### config.mk
export PLATFORM = sky130hd
export DESIGN_NAME = pe_array_seq_ctrl
export DESIGN_NICKNAME = d
export VERILOG_FILES = /design/src/rtl/pe_array_seq_ctrl_pkg.sv /design/src/rtl/pe_array_seq_ctrl_delay_pipe.sv /design/src/rtl/pe_array_seq_ctrl.sv
export SDC_FILE = /design/constraint.sdc
export NUM_CORES = 1
export LEC_CHECK = 0
export CAP_MARGIN = 0
export CELL_PAD_IN_SITES_DETAIL_PLACEMENT = 1
export CELL_PAD_IN_SITES_GLOBAL_PLACEMENT = 1
export CORE_UTILIZATION = 35
export DETAILED_ROUTE_END_ITERATION = 6
export GPL_TIMING_DRIVEN = 0
export PLACE_DENSITY_LB_ADDON = 0.1
export SLEW_MARGIN = 20
export SYNTH_ARGS = -nofsm -noshare
export SYNTH_HDL_FRONTEND = slang
export SYNTH_HIERARCHICAL = 1
export SYNTH_SLANG_ARGS = --single-unit
### constraint.sdc
create_clock -name CLK -period 2.15 [get_ports CLK]
set_input_delay 0.3225 -clock CLK [delete_from_list [all_inputs] [get_ports CLK]]
set_output_delay 0.3225 -clock CLK [all_outputs]
set_load 0.05 [all_outputs]
### src/rtl/pe_array_seq_ctrl_pkg.sv
// Shared types and constants for the PE array job sequencer.
package pe_array_seq_ctrl_pkg;

    typedef enum logic [1:0] {
        ST_IDLE  = 2'd0,
        ST_ISSUE = 2'd1,
        ST_DRAIN = 2'd2,
        ST_FLUSH = 2'd3
    } state_e;

    // Precision field codes (one field each for activations and weights)
    localparam logic [1:0] PREC_1B  = 2'b00;
    localparam logic [1:0] PREC_2B  = 2'b01;
    localparam logic [1:0] PREC_4B  = 2'b10;
    localparam logic [1:0] PREC_INV = 2'b11;

    localparam int unsigned N_BIAS_DEF    = 16;
    localparam int unsigned BITS_PSUM_DEF = 32;

    // A precision code is usable when neither field carries the invalid code
    function automatic logic prec_ok(input logic [3:0] prec);
        return (prec[3:2] != PREC_INV) && (prec[1:0] != PREC_INV);
    endfunction

endpackage

### src/rtl/pe_array_seq_ctrl_delay_pipe.sv
// Fixed-depth shift pipe aligning beat markers with the operand read latency.
module pe_ctrl_delay_pipe #(
    parameter int unsigned WIDTH = 2,
    parameter int unsigned DEPTH = 1
) (
    input  logic             clk,
    input  logic             rst_n,
    input  logic [WIDTH-1:0] din,
    output logic [WIDTH-1:0] dout
);

    logic [DEPTH-1:0][WIDTH-1:0] stage_q;
    logic [DEPTH-1:0][WIDTH-1:0] stage_d;

    // Shift every stage by one position, new sample enters stage 0
    always_comb begin
        stage_d    = stage_q;
        stage_d[0] = din;
        for (int unsigned i = 1; i < DEPTH; i++) begin
            stage_d[i] = stage_q[i-1];
        end
    end

    // Pipe registers
    always_ff @(posedge clk or negedge rst_n) begin
        if (!rst_n) stage_q <= '0;
        else        stage_q <= stage_d;
    end

    assign dout = stage_q[DEPTH-1];

endmodule

### src/rtl/pe_array_seq_ctrl.sv
// Job sequencer for the 64-lane precision-fused PE array.
module pe_array_seq_ctrl
    import pe_array_seq_ctrl_pkg::*;
#(
    parameter int unsigned ADDR_W    = 10,
    parameter int unsigned LEN_W     = 8,
    parameter int unsigned RD_LAT    = 1,
    parameter int unsigned ARRAY_LAT = 3,
    parameter int unsigned N_BIAS    = N_BIAS_DEF,
    parameter int unsigned BITS_PSUM = BITS_PSUM_DEF
) (
    input  logic                 CLK,
    input  logic                 RST,
    input  logic                 job_valid,
    output logic                 job_ready,
    input  logic [3:0]           job_prec,
    input  logic [LEN_W-1:0]     job_len,
    input  logic [ADDR_W-1:0]    job_base,
    input  logic [N_BIAS-1:0]    job_bias,
    output logic                 op_req,
    output logic [ADDR_W-1:0]    op_addr,
    input  logic                 op_gnt,
    output logic [3:0]           pe_precision,
    output logic [N_BIAS-1:0]    pe_bias,
    output logic                 pe_sel_bias,
    output logic                 pe_core_vld,
    output logic                 pe_flush,
    input  logic [BITS_PSUM-1:0] pe_psum,
    output logic                 res_valid,
    input  logic                 res_ready,
    output logic [BITS_PSUM-1:0] res_data,
    output logic                 err_valid,
    output logic                 busy
);

    localparam int unsigned DRAIN_LOAD = RD_LAT + ARRAY_LAT;
    localparam int unsigned DRAIN_W    = $clog2(DRAIN_LOAD + 1);

    state_e                 state_q, state_d;
    logic [3:0]             prec_q, prec_d;
    logic [N_BIAS-1:0]      bias_q, bias_d;
    logic [LEN_W-1:0]       len_q, len_d;
    logic [LEN_W-1:0]       beat_cnt_q, beat_cnt_d;
    logic [ADDR_W-1:0]      base_q, base_d;
    logic [DRAIN_W-1:0]     drain_cnt_q, drain_cnt_d;
    logic                   res_valid_q, res_valid_d;
    logic [BITS_PSUM-1:0]   res_data_q, res_data_d;
    logic                   err_q, err_d;
    logic                   flush_q, flush_d;
    logic                   ready_q, ready_d;

    logic                   accept;
    logic                   job_ok;
    logic                   grant;
    logic                   res_take;
    logic [1:0]             beat_in;
    logic [1:0]             beat_out;

    assign accept   = job_valid && ready_q;
    assign job_ok   = prec_ok(job_prec) && (job_len != '0);
    assign grant    = (state_q == ST_ISSUE) && op_gnt;
    assign res_take = res_valid_q && res_ready;

    // Next-state logic for the sequencer FSM, counters and result holding register
    always_comb begin
        state_d     = state_q;
        prec_d      = prec_q;
        bias_d      = bias_q;
        len_d       = len_q;
        beat_cnt_d  = beat_cnt_q;
        base_d      = base_q;
        drain_cnt_d = drain_cnt_q;
        res_valid_d = res_valid_q;
        res_data_d  = res_data_q;
        err_d       = 1'b0;
        flush_d     = 1'b0;

        if (res_take) res_valid_d = 1'b0;

        case (state_q)
            ST_IDLE: begin
                if (accept) begin
                    if (job_ok) begin
                        prec_d     = job_prec;
                        bias_d     = job_bias;
                        len_d      = job_len;
                        base_d     = job_base;
                        beat_cnt_d = '0;
                        state_d    = ST_ISSUE;
                    end else begin
                        err_d = 1'b1;
                    end
                end
            end
            ST_ISSUE: begin
                if (op_gnt) begin
                    beat_cnt_d = beat_cnt_q + 1'b1;
                    if (beat_cnt_q == len_q - 1'b1) begin
                        state_d     = ST_DRAIN;
                        drain_cnt_d = DRAIN_W'(DRAIN_LOAD);
                    end
                end
            end
            ST_DRAIN: begin
                // The edge that brings the counter to 0 is also the capture edge,
                // so the last beat's contribution is just visible on pe_psum.
                if (drain_cnt_q > DRAIN_W'(1)) begin
                    drain_cnt_d = drain_cnt_q - 1'b1;
                end else begin
                    drain_cnt_d = '0;
                    if (!res_valid_q || res_ready) begin
                        res_valid_d = 1'b1;
                        res_data_d  = pe_psum;
                        state_d     = ST_FLUSH;
                    end
                end
            end
            ST_FLUSH: begin
                flush_d = 1'b1;
                state_d = ST_IDLE;
            end
            default: state_d = ST_IDLE;
        endcase

        ready_d = (state_d == ST_IDLE);
    end

    // State and registered-output flops
    always_ff @(posedge CLK or negedge RST) begin
        if (!RST) begin
            state_q     <= ST_IDLE;
            prec_q      <= '0;
            bias_q      <= '0;
            len_q       <= '0;
            beat_cnt_q  <= '0;
            base_q      <= '0;
            drain_cnt_q <= '0;
            res_valid_q <= 1'b0;
            res_data_q  <= '0;
            err_q       <= 1'b0;
            flush_q     <= 1'b0;
            ready_q     <= 1'b0;
        end else begin
            state_q     <= state_d;
            prec_q      <= prec_d;
            bias_q      <= bias_d;
            len_q       <= len_d;
            beat_cnt_q  <= beat_cnt_d;
            base_q      <= base_d;
            drain_cnt_q <= drain_cnt_d;
            res_valid_q <= res_valid_d;
            res_data_q  <= res_data_d;
            err_q       <= err_d;
            flush_q     <= flush_d;
            ready_q     <= ready_d;
        end
    end

    assign beat_in = {grant, grant && (beat_cnt_q == '0)};

    pe_ctrl_delay_pipe #(
        .WIDTH (2),
        .DEPTH (RD_LAT)
    ) u_beat_pipe (
        .clk   (CLK),
        .rst_n (RST),
        .din   (beat_in),
        .dout  (beat_out)
    );

    assign job_ready    = ready_q;
    assign op_req       = (state_q == ST_ISSUE);
    assign op_addr      = base_q + ADDR_W'(beat_cnt_q);
    assign pe_precision = prec_q;
    assign pe_bias      = bias_q;
    assign pe_core_vld  = beat_out[1];
    assign pe_sel_bias  = beat_out[0];
    assign pe_flush     = flush_q;
    assign res_valid    = res_valid_q;
    assign res_data     = res_data_q;
    assign err_valid    = err_q;
    assign busy         = (state_q != ST_IDLE);

endmodule

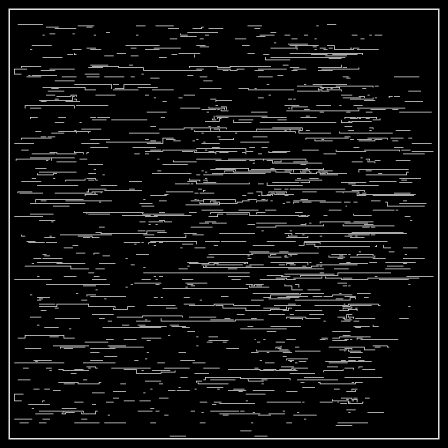
(images/met1.png)
nets with wire on the layer	513
share of all routed wire	38%
wire length on this layer	4250 um
main direction	horizontal

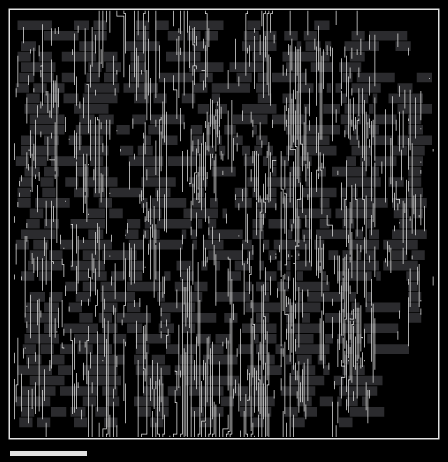
(images/met2.png)
The bar under the picture is 20 um long.
longest straight run	43.5 um
share of all routed wire	53%
wire length on this layer	5950 um
main direction	vertical
nets with wire on the layer	553

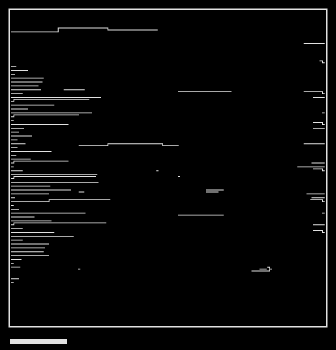
(images/met3.png)
The bar under the picture is 20 um long.
wire length on this layer	880 um
main direction	horizontal
longest straight run	32.4 um
nets with wire on the layer	78
share of all routed wire	7.8%

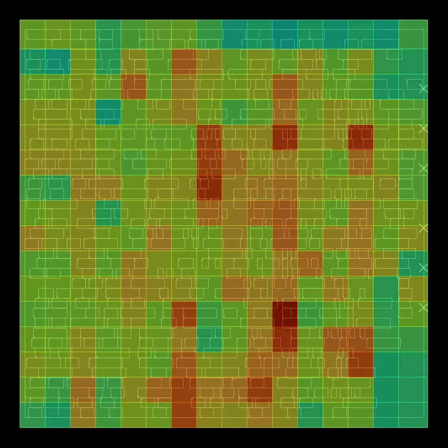
(images/final_congestion.png)
met1 usage: 0.2184
wire per inst: 17.33 um
grt met2 use: 0.3463

==> impl_metrics.env <==
# implementation run metrics
export IMPL_cp_depth=8
export IMPL_cp_startpoint="base_q[1]$_DFFE_PN0P_"
export IMPL_rr_worst_depth=7
export IMPL_period_used=1.183
export IMPL_grt_overflow=0
export IMPL_seqPwrFrac=0.264
export IMPL_fp_dieW_um=111.4
export IMPL_power_total_mw=11.43
export IMPL_met2WireLength_um=5946
export IMPL_clock_sinks=89
export IMPL_via_count=3231
export IMPL_yosys_warnings=6
export IMPL_setup_slack_ns=-0.3931
export IMPL_place_area_um2=5937
export IMPL_antenna_found_initial=0
export IMPL_grt_max_degree=49
export IMPL_rsz0062_at_grt="true"
export IMPL_clock_path_buffers=2
export IMPL_drc=12
export IMPL_critPathLaunchType="flop"
export IMPL_yosys_area_top_type="dfrtp_1"
export IMPL_p_int_mw=6.024
export IMPL_fin_crit_ns=2.543
export IMPL_final_layout_size_suffix_gt1_frac=0.3010
export IMPL_violations="DRC, setup timing"
export IMPL_status="complete, but fails checks"
export IMPL_setup_viol=6
export IMPL_simple_gate_area_frac=0.09525
-- cells in the final DEF (no fill, tap or decap), types with 4 or more instances in the layout --
master           netlist  routed
dfrtp_1               89      86
nor3_1                 6       6
inv_1                 16      14
o21ai_0                8       7
xor2_1                 9       7
buf_6                  3      11
nor2b_1                5       5
xnor2_1               12       7
or2_2                  4       4
clkbuf_16              0       9
nand2_1               18      18
a21oi_1                8       5
a31oi_1                5       4
clkdlybuf4s50_1        0     132
ha_4                   0       4
mux2_2                65      65
nor2_1                15      15
buf_4                  0      12
ha_1                  13       6
nor4_1                 4       4
buf_2                  6       6
-- registers in the layout (all words and copies together), names as in the netlist, 2 cells and up --
signal            count
len_q                 8
state_q               2
base_q               10
drain_cnt_q           3
pe_precision          4
pe_bias              16
u_beat_pipe/dout      2
res_data             32
beat_cnt_q            8
